`src/rtl/mac_vec_pkg.sv`:
```
// mac_vec_pkg: shared types and width helpers for the vector MAC engine.
// Optional saturation is enabled by defining MAC_VEC_ACC_SAT_EN.
package mac_vec_pkg;

   // state | meaning
   // IDLE  | beat counter is 0, no partial vector held
   // ACC   | 1 <= counter <= VEC_LEN-1, vector partially accumulated
   typedef enum logic {
      IDLE = 1'b0,
      ACC  = 1'b1
   } state_t;

   localparam int DEF_DATA_W  = 8;
   localparam int DEF_LANES   = 4;
   localparam int DEF_VEC_LEN = 16;
   localparam int DEF_ACC_W   = 32;

   function automatic int prod_w(input int data_w);
      return 2 * data_w;
   endfunction

   function automatic int lsum_w(input int data_w, input int lanes);
      return 2 * data_w + $clog2(lanes);
   endfunction

   // A one-beat vector still needs a 1-bit counter to stay well formed.
   function automatic int cnt_w(input int vec_len);
      return (vec_len > 1) ? $clog2(vec_len) : 1;
   endfunction

   localparam int PROD_W = prod_w(DEF_DATA_W);
   localparam int LSUM_W = lsum_w(DEF_DATA_W, DEF_LANES);
   localparam int CNT_W  = cnt_w(DEF_VEC_LEN);

   // Saturation bounds for the default accumulator width; the top derives
   // the same pattern for its own ACC_W.
   localparam logic signed [DEF_ACC_W-1:0] SAT_MAX = {1'b0, {(DEF_ACC_W-1){1'b1}}};
   localparam logic signed [DEF_ACC_W-1:0] SAT_MIN = {1'b1, {(DEF_ACC_W-1){1'b0}}};

endpackage

```
`src/rtl/mac_vec_acc_lane_sum.sv`:
```
// mac_lane_sum: LANES signed multipliers, balanced adder tree and the
// stage-1 register carrying the first/last beat tags.
module mac_lane_sum
   import mac_vec_pkg::*;
#(
   parameter int DATA_W = DEF_DATA_W,
   parameter int LANES  = DEF_LANES
) (
   input  logic                                    clk_i,
   input  logic                                    rstn_i,
   input  logic                                    en_i,
   input  logic                                    clear_i,
   input  logic                                    valid_i,
   input  logic                                    first_i,
   input  logic                                    last_i,
   input  logic [LANES*DATA_W-1:0]                 a_i,
   input  logic [LANES*DATA_W-1:0]                 b_i,
   output logic                                    valid_o,
   output logic                                    first_o,
   output logic                                    last_o,
   output logic signed [lsum_w(DATA_W, LANES)-1:0] sum_o
);

   localparam int P_W  = prod_w(DATA_W);
   localparam int LS_W = lsum_w(DATA_W, LANES);

   logic signed [P_W-1:0]  prod [LANES];
   logic signed [LS_W-1:0] node [2*LANES-1];

   // Lane products feed the leaves of a heap-ordered tree; node 0 is the root.
   always_comb begin
      for (int j = 0; j < 2*LANES-1; j++) node[j] = '0;
      for (int j = 0; j < LANES; j++) begin
         prod[j] = P_W'($signed(a_i[j*DATA_W +: DATA_W])) *
                   P_W'($signed(b_i[j*DATA_W +: DATA_W]));
         node[LANES-1+j] = LS_W'(prod[j]);
      end
      for (int i = LANES-2; i >= 0; i--) begin
         node[i] = node[2*i+1] + node[2*i+2];
      end
   end

   // Stage-1 register: clear drops the tags, en_i=0 freezes everything.
   always_ff @(posedge clk_i or negedge rstn_i) begin
      if (!rstn_i) begin
         valid_o <= 1'b0;
         first_o <= 1'b0;
         last_o  <= 1'b0;
         sum_o   <= '0;
      end else if (clear_i) begin
         valid_o <= 1'b0;
         first_o <= 1'b0;
         last_o  <= 1'b0;
      end else if (en_i) begin
         valid_o <= valid_i;
         first_o <= first_i;
         last_o  <= last_i;
         sum_o   <= node[0];
      end
   end

endmodule

```
`src/rtl/mac_vec_acc.sv`:
```
// mac_vec_acc: multi-lane signed dot-product engine. Beats are counted by an
// IDLE/ACC FSM, lane sums come from mac_lane_sum, and the top accumulates and
// registers one result per VEC_LEN beats.
// Define MAC_VEC_ACC_SAT_EN for a saturating accumulator with sticky ovf_o;
// otherwise the accumulator wraps and ovf_o is 0.
module mac_vec_acc
   import mac_vec_pkg::*;
#(
   parameter int DATA_W  = 8,
   parameter int LANES   = 4,
   parameter int VEC_LEN = 16,
   parameter int ACC_W   = 32
) (
   input  logic                    clk_i,
   input  logic                    rstn_i,
   input  logic                    en_i,
   input  logic                    clear_i,
   input  logic                    valid_i,
   input  logic [LANES*DATA_W-1:0] a_i,
   input  logic [LANES*DATA_W-1:0] b_i,
   output logic                    busy_o,
   output logic                    out_valid_o,
   output logic signed [ACC_W-1:0] out_data_o,
   output logic                    ovf_o
);

   localparam int LS_W  = lsum_w(DATA_W, LANES);
   localparam int C_W   = cnt_w(VEC_LEN);
   localparam logic [C_W-1:0] CNT_LAST = C_W'(VEC_LEN-1);

   state_t           state_q, state_d;
   logic [C_W-1:0]   cnt_q, cnt_d;
   logic             accept, first_beat, last_beat;

   logic             s1_valid, s1_first, s1_last;
   logic signed [LS_W-1:0]  s1_sum;
   logic signed [ACC_W-1:0] sum_ext, acc_base, acc_nxt, acc_q, out_data_q;
   logic             out_valid_q;

   assign accept     = valid_i & en_i & ~clear_i;
   assign first_beat = (cnt_q == '0);
   assign last_beat  = (cnt_q == CNT_LAST);
   assign busy_o     = (state_q == ACC);

   // Beat counter and state register.
   always_ff @(posedge clk_i or negedge rstn_i) begin
      if (!rstn_i) begin
         state_q <= IDLE;
         cnt_q   <= '0;
      end else begin
         state_q <= state_d;
         cnt_q   <= cnt_d;
      end
   end

   // Next state: the last beat returns to IDLE so the next vector can start
   // in the following cycle without a bubble.
   always_comb begin
      state_d = state_q;
      cnt_d   = cnt_q;
      if (clear_i) begin
         state_d = IDLE;
         cnt_d   = '0;
      end else if (accept) begin
         if (last_beat) begin
            state_d = IDLE;
            cnt_d   = '0;
         end else begin
            state_d = ACC;
            cnt_d   = cnt_q + 1'b1;
         end
      end
   end

   mac_lane_sum #(
      .DATA_W (DATA_W),
      .LANES  (LANES)
   ) u_lane_sum (
      .clk_i   (clk_i),
      .rstn_i  (rstn_i),
      .en_i    (en_i),
      .clear_i (clear_i),
      .valid_i (accept),
      .first_i (first_beat),
      .last_i  (last_beat),
      .a_i     (a_i),
      .b_i     (b_i),
      .valid_o (s1_valid),
      .first_o (s1_first),
      .last_o  (s1_last),
      .sum_o   (s1_sum)
   );

   assign sum_ext  = ACC_W'(s1_sum);
   assign acc_base = s1_first ? '0 : acc_q;

`ifdef MAC_VEC_ACC_SAT_EN
   localparam logic signed [ACC_W-1:0] ACC_MAX = {1'b0, {(ACC_W-1){1'b1}}};
   localparam logic signed [ACC_W-1:0] ACC_MIN = {1'b1, {(ACC_W-1){1'b0}}};

   logic signed [ACC_W:0] sum_wide;
   logic                  sat_hit, ovf_nxt, ovf_q, ovf_out_q;

   // One guard bit exposes overflow; clamp toward the sign of the true sum.
   always_comb begin
      sum_wide = {acc_base[ACC_W-1], acc_base} + {sum_ext[ACC_W-1], sum_ext};
      sat_hit  = sum_wide[ACC_W] ^ sum_wide[ACC_W-1];
      acc_nxt  = sum_wide[ACC_W-1:0];
      if (sat_hit) acc_nxt = sum_wide[ACC_W] ? ACC_MIN : ACC_MAX;
      ovf_nxt  = (s1_first ? 1'b0 : ovf_q) | sat_hit;
   end

   // Sticky per-vector saturation flag, latched out alongside the result.
   always_ff @(posedge clk_i or negedge rstn_i) begin
      if (!rstn_i) begin
         ovf_q     <= 1'b0;
         ovf_out_q <= 1'b0;
      end else if (clear_i) begin
         ovf_q     <= 1'b0;
      end else if (en_i && s1_valid) begin
         ovf_q <= ovf_nxt;
         if (s1_last) ovf_out_q <= ovf_nxt;
      end
   end

   assign ovf_o = ovf_out_q;
`else
   assign acc_nxt = acc_base + sum_ext;
   assign ovf_o   = 1'b0;
`endif

   // Accumulator and result registers; out_data_o survives a clear.
   always_ff @(posedge clk_i or negedge rstn_i) begin
      if (!rstn_i) begin
         acc_q       <= '0;
         out_valid_q <= 1'b0;
         out_data_q  <= '0;
      end else if (clear_i) begin
         acc_q       <= '0;
         out_valid_q <= 1'b0;
      end else if (en_i) begin
         out_valid_q <= s1_valid & s1_last;
         if (s1_valid) acc_q <= acc_nxt;
         if (s1_valid && s1_last) out_data_q <= acc_nxt;
      end
   end

   assign out_valid_o = out_valid_q;
   assign out_data_o  = out_data_q;

endmodule
```
`config.mk`:
```
export PLATFORM = sky130hd
export DESIGN_NAME = mac_vec_acc
export DESIGN_NICKNAME = d
export VERILOG_FILES = /design/src/rtl/mac_vec_pkg.sv /design/src/rtl/mac_vec_acc_lane_sum.sv /design/src/rtl/mac_vec_acc.sv
export SDC_FILE = /design/constraint.sdc
export NUM_CORES = 1
export LEC_CHECK = 0
export ABC_AREA = 1
export CAP_MARGIN = 20
export CORE_MARGIN = 2
export CORE_UTILIZATION = 40
export CTS_CLUSTER_SIZE = 8
export DETAILED_ROUTE_END_ITERATION = 16
export PLACE_DENSITY = 0.65
export SLEW_MARGIN = 20
export SYNTH_ARGS = -nofsm -noshare
export SYNTH_HDL_FRONTEND = slang
export SYNTH_SLANG_ARGS = --single-unit
```
`constraint.sdc`:
```
create_clock -name clk_i -period 1.9 [get_ports clk_i]
set_clock_uncertainty 0.05 [all_clocks]
set_input_delay 0.38 -clock clk_i [delete_from_list [all_inputs] [get_ports clk_i]]
set_output_delay 0.38 -clock clk_i [all_outputs]
set_load 0.02 [all_outputs]
```
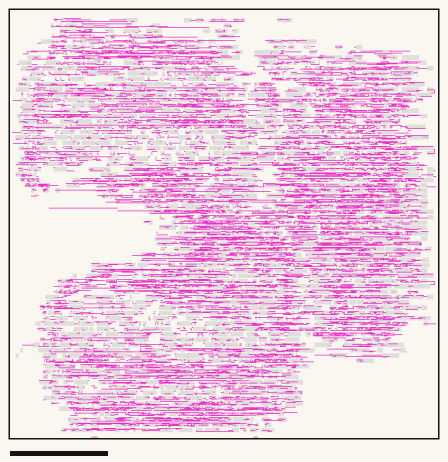
Figure 1: run 1, the metal 1 layer.
Scale bar: 50 um.
The wires run mostly horizontal. The layer holds 41% of the routed length. The layer carries 22.3 mm of wire.
Post-Route WL: 54.4 mm
GR Layer Usage met1: 28.3%
DR vias: 17328

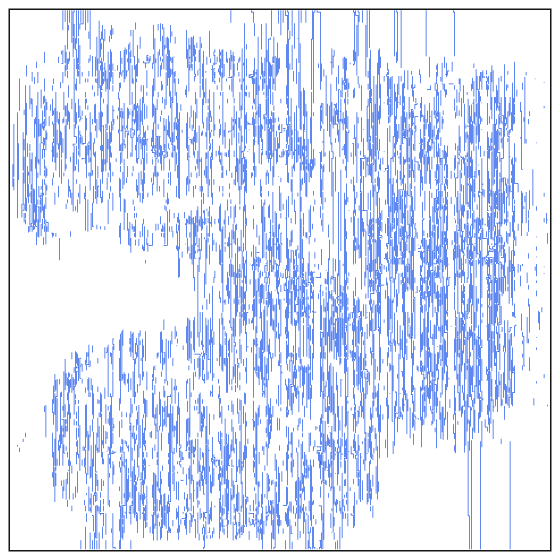
Figure 2: run 1, signal wires on met2.
3052 nets have wire on it. The layer carries 28.1 mm of wire.
GR Layer Usage met2: 40.0%

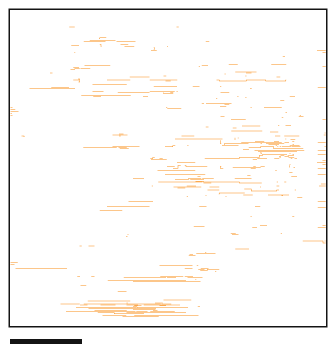
Figure 3: run 1, the metal 3 layer.
Scale bar: 50 um.
The wires run mostly horizontal. The longest straight run is 53.8 um. 212 nets have wire on it.
met3 usage: 2.16%

==> deck_impl_summary.md, run 1 <==
Run Summary

Outcome
  • Outcome: complete, but fails checks
  • Failing checks: negative setup slack

Floorplan
  • Die X: around 220 um
  • Core ar.: between 40000 and 50000 um^2
  • Site row count: 78
  • Die Height: 219 um
  • I/O pin count: 104

Worst setup path
  • Cell family with most CP delay: adder cells
  • WP buf/inv: 8
  • Critical path capture point type: flip-flop
  • Crit path from: b_i[15]
  • Critical path class: primary input to flip-flop
  • R2R cell count: 14
  • Critical path's slowest cell: fa_2
  • Data required time of the critical path: 2.10 ns
  • Most frequent CP cell: fa_1
  • Startpoint Class: primary input
  • Crit-path max FO: 4

Layout
  • Nets: ~3500
  • Fill count: 3790
  • Comb. cell area: 17000 um^2
  • Fin cells: 3573
  • Post-route cell area: between 20000 and 30000 um^2
  • Layout cells sized above 1: a little under 40%
  • Diodes inserted: 0

Detailed routing
  • Antenna Nets Post-Route: 0
  • First-pass iteration count of the detailed router: 7
  • Via density: 4.85
  • WL per Instance: between 15 and 20 um

Global route
  • GRT busiest layer: met2
  • Largest net degree at the start of global routing: 92
  • Total gr overflow: 0
  • Vias in the first global route: about 18000
  • Initial antenna violation count: 0
  • Tot GR Track Use: 21.9%

STA
  • F_max: 0.168 GHz
  • Fin crit share: 313%
  • Worst Tran Pin Value: 0.503 ns
  • Endpoints failing hold: 0
  • Pins Over Slew Limit: 0
  • Final Setup Violations: 75
  • Final Worst Setup Slack: -4.05 ns
  • Min Tclk post-route: 5.95 ns

Clocking
  • CTS sink cnt: 91
  • Clk slew on worst S/H paths: 0.07 ns
  • CTS buffer count: 9
  • Max H-tree Level: 3
  • TritonCTS clock tree: done

Place
  • Final HPWL DP: 40.9 mm
  • Setup WS pre-CTS: -4.94 ns
  • IO Port Bufs: a little over 100

Flow run
  • OpenROAD warnings: 30
  • Max-capacitance violation count: 0

Yosys
  • Syn Area/Cell: 7.27 um^2
  • Post-Syn Nets: 3051
  • Post-synth ARST share: 100%
  • Yosys stat area: ~18000 um^2
  • Leading area contributor after synthesis: fa_1
  • Top cells, area: fa_1 (31%), nand2_1 (14%), inv_1 (14%)
  • Flops out of synthesis: 91
  • Dominant cell area share: 31.2%
  • Post-synthesis instance total: 2538
  • # Cells Yosys: 2538
  • Yosys cell types: 41
  • Post-synth EDFFs: 0
==> run 1: cell type report <==
class	count	area share [%]
multi-input cells	1667	61.9
repair buffers	499	16.2
inverters	700	9.75
flip-flops and latches	91	8.30
well taps	600	2.73
clock buffers	10	0.834
clock inverters	6	0.324
==> run 1: per-layer routing <==
| metal | share of wire, % | vias to the layer above |
|---|---|---|
| met5 | 0 | - |
| met4 | 2.7 | 0 |
| met3 | 4.6 | 120 |
| met2 | 52 | 461 |
| met1 | 41 | 8471 |
| li1 | - | 8276 |
==> run 1: through the flow <==
stage | hold WS, ns | setup TNS, ns
5_1_grt | 0.0546 | -87.23
4_1_cts | 0.0447 | -76.18
3_5_place_dp | 0.415 | -88.41
6_report | 0.00798 | -80.41
3_3_place_gp | 0.413 | -86.54
2_1_floorplan | 0.0344 | -54.52
==> run 1: placed cells by master, fill, tap and decap left out, drive strengths merged, types with 13 or more instances in the layout <==
master         count
nand2            705
inv              697
buf              453
fa               288
ha               156
nor2             128
nand3            125
dfrtp             91
a21oi             67
o21ai             50
clkdlybuf4s50     38
xor2              31
xnor2             27
nand4             13
clkbuf            13
or2               13
==> run 1: registers in the layout, indices dropped and copies added (netlist names) <==
register / count
acc_q: 32
busy_o: 1
cnt_q: 4
out_data_o: 32
out_valid_o: 1
u_lane_sum.first_o: 1
u_lane_sum.last_o: 1
u_lane_sum.sum_o: 18
u_lane_sum.valid_o: 1
==> run 1: path summary, 6_finish.rpt <==
path | to | slack, ns
max in group asynchronous | u_lane_sum.first_o$_DFFE_PN0P_ | 1.37
worst min-delay path | acc_q[5]$_DFFE_PN0P_ | 0.008
worst max-delay path | u_lane_sum.sum_o[15]$_DFFE_PN0P_ | -4.05
worst max register to register | out_data_o[15]$_DFFE_PN0P_ | -0.59
min in group clk_i | out_data_o[27]$_DFFE_PN0P_ | 0.42
worst min register to register | out_data_o[27]$_DFFE_PN0P_ | 0.42
==> run 1: what timing repair did <==
item,CTS,global route
gates cloned,2,2
buffers inserted,50,54
hold buffers,0,0
pin swaps,179,312
endpoints found under the setup margin,76,77
gates resized,617,559
==> run 1: cell usage after synthesis, drive strengths merged, types with 6 or more instances <==
cell and count:
nand2 705, inv 696, fa 288, ha 156, nor2 128, nand3 125, dfrtp 91, clkbuf 68
a21oi 67, o21ai 50, xor2 31, xnor2 27, nand4 13, or2 13, buf 12, o22ai 12
nand3b 11, nor3 10, o21bai 6
==> run 1: kinds of logic (layout without fill, tap and decap cells) <==
| group | Yosys count | after routing | share of synthesized area, % |
|---|---|---|---|
| and+or+nand+nor | 1013 | 1013 | 22.6 |
| adders and majority gates | 444 | 444 | 41.8 |
| AOI/OAI and AO/OA | 151 | 151 | 4.51 |
| xor gates and xnor gates | 58 | 58 | 2.75 |
| buffers and inverters | 780 | 1215 | 16.0 |
| DFF | 91 | 91 | 12.3 |
| other | 1 | 1 | 0.0203 |
Figure 4. M4 wires (run 1).
Scale bar: 50 um.
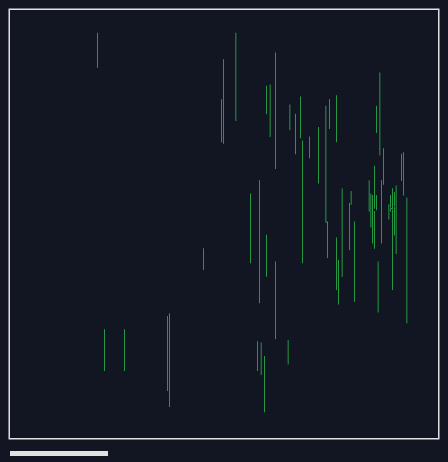

--- run 2 (diff from run 1) ---
CTS_BUF_LIST = sky130_fd_sc_hd__clkbuf_16   (was unset)
PLACE_DENSITY = unset   (was 0.65)
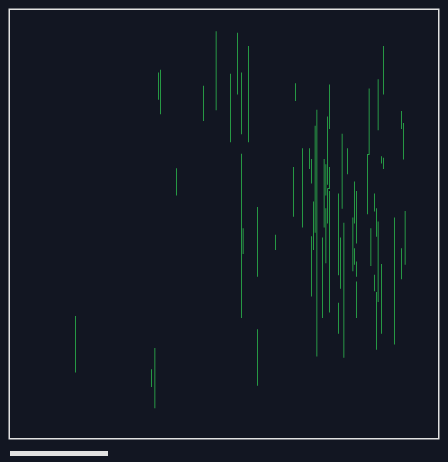
Figure 5: run 2, M4 wires.
Scale bar: 50 um.
The layer carries 1810 um of wire. The longest straight run is 126 um. The wires run mostly vertical. 53 nets have wire on it. The layer holds 3.3% of the routed length.
DR vias: 17402
Post-Route WL: 55.8 mm

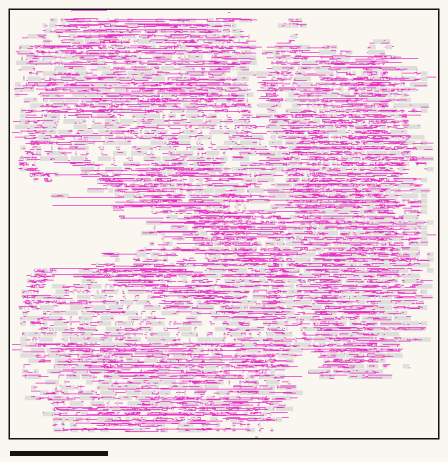
Figure 6: run 2, the metal 1 layer.
Scale bar: 50 um.
The layer holds 41% of the routed length. The wires run mostly horizontal.
GR Layer Usage met1: 29.2%

==> deck_impl_summary.md, run 2 <==
Run Summary

Outcome
  • Outcome: complete, but fails checks
  • Failing checks: negative setup slack

Clocking
  • Clk slew on worst S/H paths: 0.06 ns (about the same)
  • CTS buffer count: 9 (unchanged)
  • Max H-tree Level: 3 (unchanged)

Worst setup path
  • Crit path from: b_i[31]
  • R2R cell count: 13 (-1)
  • Critical path class: primary input to flip-flop
  • Register-to-register setup slack: -0.44 ns (+0.15 ns)
  • Worst R2R End: acc_q[13]$_DFFE_PN0P_
  • Data required time of the critical path: 2.10 ns (about the same)
  • Startpoint Class: primary input

Floorplan
  • Die X: 219 um (unchanged)
  • Site row count: 78 (unchanged)

Yosys
  • Leading area contributor after synthesis: fa_1
  • # Cells Yosys: 2538 (unchanged)
  • Flops out of synthesis: 91 (unchanged)
  • Post-synth EDFFs: 0 (unchanged)
  • Most frequent cells after synthesis: nand2_1 (696), inv_1 (694), fa_1 (288)
  • Top cells, area: fa_1 (31%), nand2_1 (14%), inv_1 (14%)
  • Post-Syn Nets: 3051 (unchanged)
  • Dominant cell area share: 31.2% (unchanged)

Layout
  • Layout cells sized above 1: 41.2% (+2.8 points)
  • Diodes inserted: 0 (unchanged)
  • Fill count: 3764 (-0.69%)
  • Post-route cell area: 28100 um^2 (+2.4%)
  • Nets: 3508 (+0.78%)

STA
  • Endpoints failing hold: 0 (unchanged)
  • Final Setup Violations: 76 (+1.3%)
  • Min Tclk post-route: 6.00 ns (+0.0490 ns)
  • Fin crit share: 316% (+2.6 points)
  • Final Worst Setup Slack: -4.10 ns (-0.0490 ns)

Global route
  • Initial antenna violation count: 0 (unchanged)

Place
  • Final HPWL DP: 41.0 mm (+0.47%)

Flow run
  • Max-capacitance violation count: 0 (unchanged)

Detailed routing
  • First-pass iteration count of the detailed router: 5 (-2)
## run 2: what timing repair did
action                                  CTS  global route
gates cloned                              4             0
pin swaps                               377           313
endpoints found under the setup margin   77            77
hold buffers                              0             0
buffers inserted                        108            28
gates resized                           858           395
## run 2: kinds of logic after synthesis
| logic type | after synthesis |
|---|---|
| buffers and inverters | 780 |
| flip-flops | 91 |
| other | 1 |
| AND/OR/NAND/NOR | 1013 |
| adder cells (fa/ha/maj) | 444 |
| AND-OR/OR-AND | 151 |
| XOR/XNOR | 58 |
## run 2: stage by stage
step                      util (%)  setup WS [ns]  cells  hold slack [ns]
after floorplan                  -          -4.03   2538           0.0344
after global placement        50.4          -4.91   3470            0.412
after detailed placement      50.4          -4.93   3470            0.415
after CTS                     58.2          -4.08   3585           0.0371
after global routing          61.8          -4.39   3599           0.0643
final                         61.8          -4.10   3599           0.0117
## run 2: worst min path at each step
stage	slack [ns]	endpoint	depth (start not counted)
final	0.01	acc_q[3]$_DFFE_PN0P_	2
after global routing	0.06	acc_q[3]$_DFFE_PN0P_	2
after floorplan	0.03	acc_q[0]$_DFFE_PN0P_	0
after detailed placement	0.41	acc_q[29]$_DFFE_PN0P_	2
after CTS	0.04	out_data_o[6]$_DFFE_PN0P_	2
after global placement	0.41	out_data_o[3]$_DFFE_PN0P_	2
## run 2: cell type report
class | count | area (um^2) | share of cell area (%)
inverter | 700 | 2670 | 9.48
sequential | 91 | 2280 | 8.10
multi-input combinational | 1667 | 17400 | 61.9
clock buffer | 9 | 225 | 0.801
tap | 600 | 751 | 2.67
clock inverter | 6 | 82.6 | 0.294
timing repair buffer | 526 | 4710 | 16.7
## run 2: per-layer routing
layer  vias to the layer above  GRT usage [%]  share of wire [%]  wire length (um)
li1                       8329              -                  -                 -
met1                      8537           29.2                 41             22900
met2                       402           41.3                 52             29000
met3                       134           1.98                3.7              2060
met4                         0           6.06                3.3              1810
met5                         -              0                  0                 0
## run 2: worst max-delay path, delay by kind of cell
family / cells / cell delay, ns
adders and majority gates: 8 / 3.61
and+or+nand+nor: 14 / 1.47
xor gates and xnor gates: 1 / 0.14
buffers and inverters: 8 / 0.58
